`config.mk`:
```
export PLATFORM = sky130hd
export DESIGN_NAME = qos_fifo_ptr_ctrl
export DESIGN_NICKNAME = d
export VERILOG_FILES = /design/src/rtl/qos_fifo_pkg.sv /design/src/rtl/qos_fifo_ptr_ctrl_ptr_ctr.sv /design/src/rtl/qos_fifo_ptr_ctrl.sv
export SDC_FILE = /design/constraint.sdc
export NUM_CORES = 1
export LEC_CHECK = 0
export CORE_ASPECT_RATIO = 0.75
export CORE_UTILIZATION = 30
export CTS_CLUSTER_SIZE = 10
export DETAILED_ROUTE_END_ITERATION = 6
export PLACE_DENSITY = 0.59
export REMOVE_ABC_BUFFERS = 1
export SLEW_MARGIN = 10
export SYNTH_ARGS = -nofsm -noshare
export SYNTH_HDL_FRONTEND = slang
export SYNTH_SLANG_ARGS = --single-unit
```
`constraint.sdc`:
```
create_clock -name clk -period 3.7 [get_ports clk]
set_input_delay 0.74 -clock clk [delete_from_list [all_inputs] [get_ports clk]]
set_output_delay 0.74 -clock clk [all_outputs]
set_load 0.01 [all_outputs]
```
`src/rtl/qos_fifo_pkg.sv`:
```
// Shared definitions for the QoS queue pointer controllers.
package qos_fifo_pkg;

  // Default address width: 256-word queue.
  localparam int ADDR_W_DEF = 8;

  // Widest pointer the compare helpers accept (address bits plus wrap bit).
  localparam int PTR_MAX_W = 17;

  // Callers zero-extend their ADDR_W+1 bit pointers to PTR_MAX_W and pass
  // their address width. Full means the two pointers differ in the wrap bit
  // only. Because the upper bits are zero, that is an XOR equal to 1 << aw.
  function automatic logic ptr_full(input logic [PTR_MAX_W-1:0] a,
                                    input logic [PTR_MAX_W-1:0] b,
                                    input logic [4:0]           aw);
    return ((a ^ b) == (PTR_MAX_W'(1) << aw));
  endfunction

  // Empty means the pointers are identical, including the wrap bit.
  function automatic logic ptr_empty(input logic [PTR_MAX_W-1:0] a,
                                     input logic [PTR_MAX_W-1:0] b);
    return (a == b);
  endfunction

endpackage

```
`src/rtl/qos_fifo_ptr_ctrl_ptr_ctr.sv`:
```
// Pointer counter with a wrap bit. Load has priority over increment.
module qos_ptr_ctr #(
  parameter int W = 9
) (
  input  logic         clk,
  input  logic         rst,
  input  logic         inc,
  input  logic         ld,
  input  logic [W-1:0] ld_val,
  output logic [W-1:0] cnt
);

  logic [W-1:0] cnt_q, cnt_d;

  // Next count: load, increment or hold. Overflow wraps naturally.
  always_comb begin
    cnt_d = cnt_q;
    if (ld)       cnt_d = ld_val;
    else if (inc) cnt_d = cnt_q + W'(1);
  end

  // Count register with asynchronous clear.
  always_ff @(posedge clk or posedge rst) begin
    if (rst) cnt_q <= '0;
    else     cnt_q <= cnt_d;
  end

  assign cnt = cnt_q;

endmodule

```
`src/rtl/qos_fifo_ptr_ctrl.sv`:
```
// Pointer and flag controller for one QoS queue buffer. It keeps a
// speculative write pointer, a committed write pointer and a read pointer.
// Packets are published to the reader on commit, or rewound on drop.
module qos_fifo_ptr_ctrl
  import qos_fifo_pkg::*;
#(
  parameter int ADDR_W   = ADDR_W_DEF,
  parameter int AFULL_TH = 2**ADDR_W - 4
) (
  input  logic            clk,
  input  logic            rst,
  input  logic            WP_en,
  input  logic            RP_en,
  input  logic            pkt_commit,
  input  logic            pkt_drop,
  output logic [ADDR_W-1:0] WP,
  output logic [ADDR_W-1:0] RP,
  output logic            FIFO_EMPTY,
  output logic            FIFO_FULL,
  output logic            almost_full,
  output logic [ADDR_W:0] count,
  output logic            wr_rej,
  output logic            rd_rej
);

  localparam int PW = ADDR_W + 1;

  logic [PW-1:0] wp, rp;
  logic [PW-1:0] cwp_q, cwp_d;
  logic [PW-1:0] wp_inc;
  logic [PW-1:0] spec_occ;
  logic          wr_acc, rd_acc;
  logic          wr_rej_q, wr_rej_d;
  logic          rd_rej_q, rd_rej_d;
  logic          full, empty;

  // Flags decode registered pointers only. No input reaches an output.
  always_comb begin
    full     = ptr_full(PTR_MAX_W'(wp), PTR_MAX_W'(rp), 5'(ADDR_W));
    empty    = ptr_empty(PTR_MAX_W'(cwp_q), PTR_MAX_W'(rp));
    spec_occ = wp - rp;
  end

  // Accept and refuse decisions. A drop discards any same-cycle write
  // without flagging it as refused. Reads see only committed data as of
  // this cycle, so there is no same-cycle bypass from commit to read.
  always_comb begin
    wr_acc   = WP_en && !full && !pkt_drop;
    wr_rej_d = WP_en &&  full && !pkt_drop;
    rd_acc   = RP_en && !empty;
    rd_rej_d = RP_en &&  empty;
    wp_inc   = wp + PW'(wr_acc);
  end

  // Committed pointer. Drop wins over commit. A commit includes a word
  // accepted in the same cycle.
  always_comb begin
    cwp_d = cwp_q;
    if (pkt_drop)        cwp_d = cwp_q;
    else if (pkt_commit) cwp_d = wp_inc;
  end

  // Speculative write pointer. A drop rewinds it to the committed pointer.
  qos_ptr_ctr #(.W(PW)) u_wp_ctr (
    .clk    (clk),
    .rst    (rst),
    .inc    (wr_acc),
    .ld     (pkt_drop),
    .ld_val (cwp_q),
    .cnt    (wp)
  );

  // Read pointer. It never passes cwp because reads require !empty.
  qos_ptr_ctr #(.W(PW)) u_rp_ctr (
    .clk    (clk),
    .rst    (rst),
    .inc    (rd_acc),
    .ld     (1'b0),
    .ld_val ('0),
    .cnt    (rp)
  );

  // Committed pointer and the one-cycle refuse pulses.
  always_ff @(posedge clk or posedge rst) begin
    if (rst) begin
      cwp_q    <= '0;
      wr_rej_q <= 1'b0;
      rd_rej_q <= 1'b0;
    end else begin
      cwp_q    <= cwp_d;
      wr_rej_q <= wr_rej_d;
      rd_rej_q <= rd_rej_d;
    end
  end

  assign WP          = wp[ADDR_W-1:0];
  assign RP          = rp[ADDR_W-1:0];
  assign FIFO_EMPTY  = empty;
  assign FIFO_FULL   = full;
  assign almost_full = (spec_occ >= PW'(AFULL_TH));
  assign count       = cwp_q - rp;
  assign wr_rej      = wr_rej_q;
  assign rd_rej      = rd_rej_q;

endmodule

```
Placement by cell class:
Scale bar: 20 µm. Fill, decap, tap and diode cells in grey.
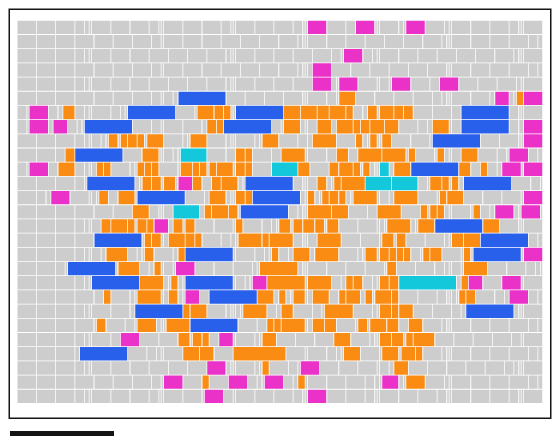
class	colour	cells	share of their area
clock drivers and dummy loads	cyan	7	3.9%
remaining buffers and delay cells	magenta	43	15%
registers	blue	29	27%
remaining logic cells	orange	216	54%
Placement Rows: 27
core region area: 7400 µm²

Cell density map:
10 x 8 tiles, from black (low) to pale yellow (high), 0 to 100% covered.
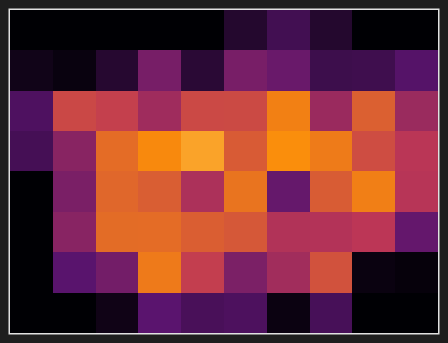
nearly empty tiles	19%
fullest tile	80%
densest ninth of the die	centre

==> flow_summary.ini <==
; synthesis and place-and-route metrics
[outcome]
status = complete, no violations

[timing]
setup_viol = 0
slew_headroom_pct = 62.9
rsz0062_at_grt = false
final-max-slew-violation-count = 0
max_slew.worst_pin.slew_ns = 0.557
fin_setup_tns_ns = 0
min_period_ns = 3.50
holdWs_ns = 0.526
hold_viol = 0

[worst_setup_path]
cp-start-kind = flop
crit_path_end_kind = primary output
critical_path.max_fanout = 8

[floorplanning]
io_pins = 36
initCoreUtil_pct = 31.3
die_w_um = 104

[logic_synthesis]
syn_area_um2 = 2320
most_common_cell = nand2_1
edf_count = 0
synth-async-reset-ratio_pct = 100
ys_area_um2 = 2320
avgSynthCellArea_um2 = 8.59
ys_seq_share_pct = 31.3
yosys.area.top_type = dfrtp_1

[final_layout]
diodes = 0
drive_gt1_share_pct = 7.80
lay_top_count = clkdlybuf4s50_1
layout.nets = 323
syn2layout_area_growth_pct = 21.2

[drt]
via_per_inst = 4.79
drt-total-wl_mm = 5.34
dr_wl_met3_um = 234
initialDrtViolationCount = 95
post-route-drc-count = 0
dr.max_layer_used = met4
wirelength_met1_mm = 2.77
vias = 1896

[global_routing]
grt_pass1_vias = 1848
antenna_found_initial = 0

[clock_network]
cts_tree = built
clk_latency_ns = 0.28
hold_buffers = 0
numCtsBuffers = 5
post_cts_buffers = 0
cts_sinks = 29

[power_and_ir_drop]
combPwrFrac_pct = 64.4
power_switching_uw = 973
vdd_drop_max_v = 0.000358

[placed_design]
gp_congestion = 0.786

[hold_path]
hp-class = reg -> reg
Metal layers overlaid:
Scale bar: 20 µm. Only two layers are drawn.
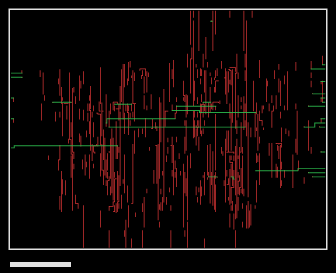
layer	colour	wire length
M3	green	234 µm
M2	red	2,290 µm

Track usage over the die:
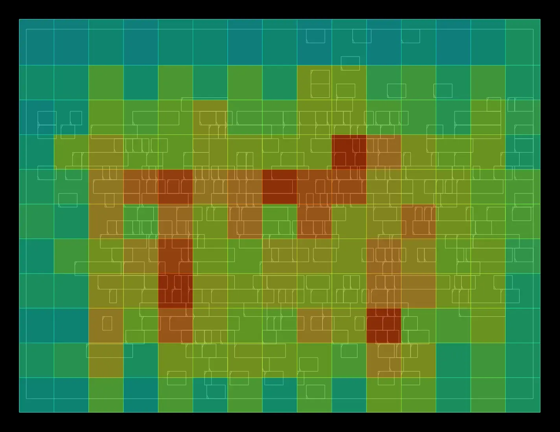
WL per Instance: 13.5 µm
GR Util All Layers: 14.3%

==> what timing repair did <==
item | in CTS | in global routing
gates resized | 2 | 3
endpoints found under the setup margin | 1 | 2
cloned | 0 | 0
==> cells by family after synthesis <==
kind of cell	after synthesis	synth area share, %
multiplexers	4	1.89
buffers and inverters	43	9.61
flip-flops	29	31.3
AND-OR/OR-AND	43	12.1
adder cells (fa/ha/maj)	22	12.5
XOR/XNOR	35	13.2
AND/OR/NAND/NOR	94	19.3
==> critical path, stage by stage (launching register included) <==
cell             delay, ns
dfrtp_1               0.51
ha_1                  0.47
nand4_1               0.26
or4_1                 0.64
inv_1                 0.08
clkdlybuf4s50_1       0.52
==> power by group through the flow <==
stage | registers (mW) | logic (mW) | clock network, mW
final | 0.503 | 1.49 | 0.318
after global routing | 0.517 | 1.65 | 0.340
after CTS | 0.502 | 1.48 | 0.325
after detailed placement | 0.508 | 1.47 | 0
after global placement | 0.503 | 1.47 | 0
after floorplan | 0.538 | 0.834 | 0
==> metrics by stage <==
step,cell area (µm²),utilization (%),std cells,setup WS [ns]
after floorplan,2160,-,245,0.754
after global placement,2700,36.5,389,0.291
after detailed placement,2700,36.5,389,0.223
after CTS,2800,37.9,396,0.117
after global routing,2810,38.0,396,0.00562
final,2810,38.0,396,0.204
==> area by class of cell <==
class / instances / area, µm²
Inverter: 18 / 67.6
Clock buffer: 5 / 68.8
Multi-Input combinational cell: 198 / 1380
Fill cell: 745 / 4590
Sequential cell: 29 / 726
Timing Repair Buffer: 43 / 409
Clock inverter: 2 / 35.0
Tap cell: 101 / 126
==> per-layer routing <==
metal  up-vias  track usage, %
met5         -               0
met4         0            2.90
met3         4            3.74
met2        35            22.3
met1       903            19.9
li1        954               -
==> flip-flops by register name, indices dropped and copies added (netlist names) <==
register	cells
wr_rej	1
u_wp_ctr.cnt	9
rd_rej	1
u_rp_ctr.cnt	9
cwp_q	9
==> path summary, 6_finish.rpt <==
kind                                        startpoint                     endpoint  slack, ns  cells past startpoint
setup / recovery           u_wp_ctr.cnt[4]$_DFFE_PP0P_                    FIFO_FULL       0.20                      5
hold / removal                    cwp_q[0]$_DFFE_PP0P_  u_wp_ctr.cnt[0]$_DFFE_PP0P_       0.53                      2
setup reg to reg           u_wp_ctr.cnt[4]$_DFFE_PP0P_         cwp_q[8]$_DFFE_PP0P_       0.81                     11
hold reg to reg                   cwp_q[0]$_DFFE_PP0P_  u_wp_ctr.cnt[0]$_DFFE_PP0P_       0.53                      2
max in group asynchronous                          rst  u_wp_ctr.cnt[3]$_DFFE_PP0P_       2.58                      3
min in group asynchronous                          rst             rd_rej$_DFF_PP0_       0.84                      3
Power and IR drop assume default switching activity.
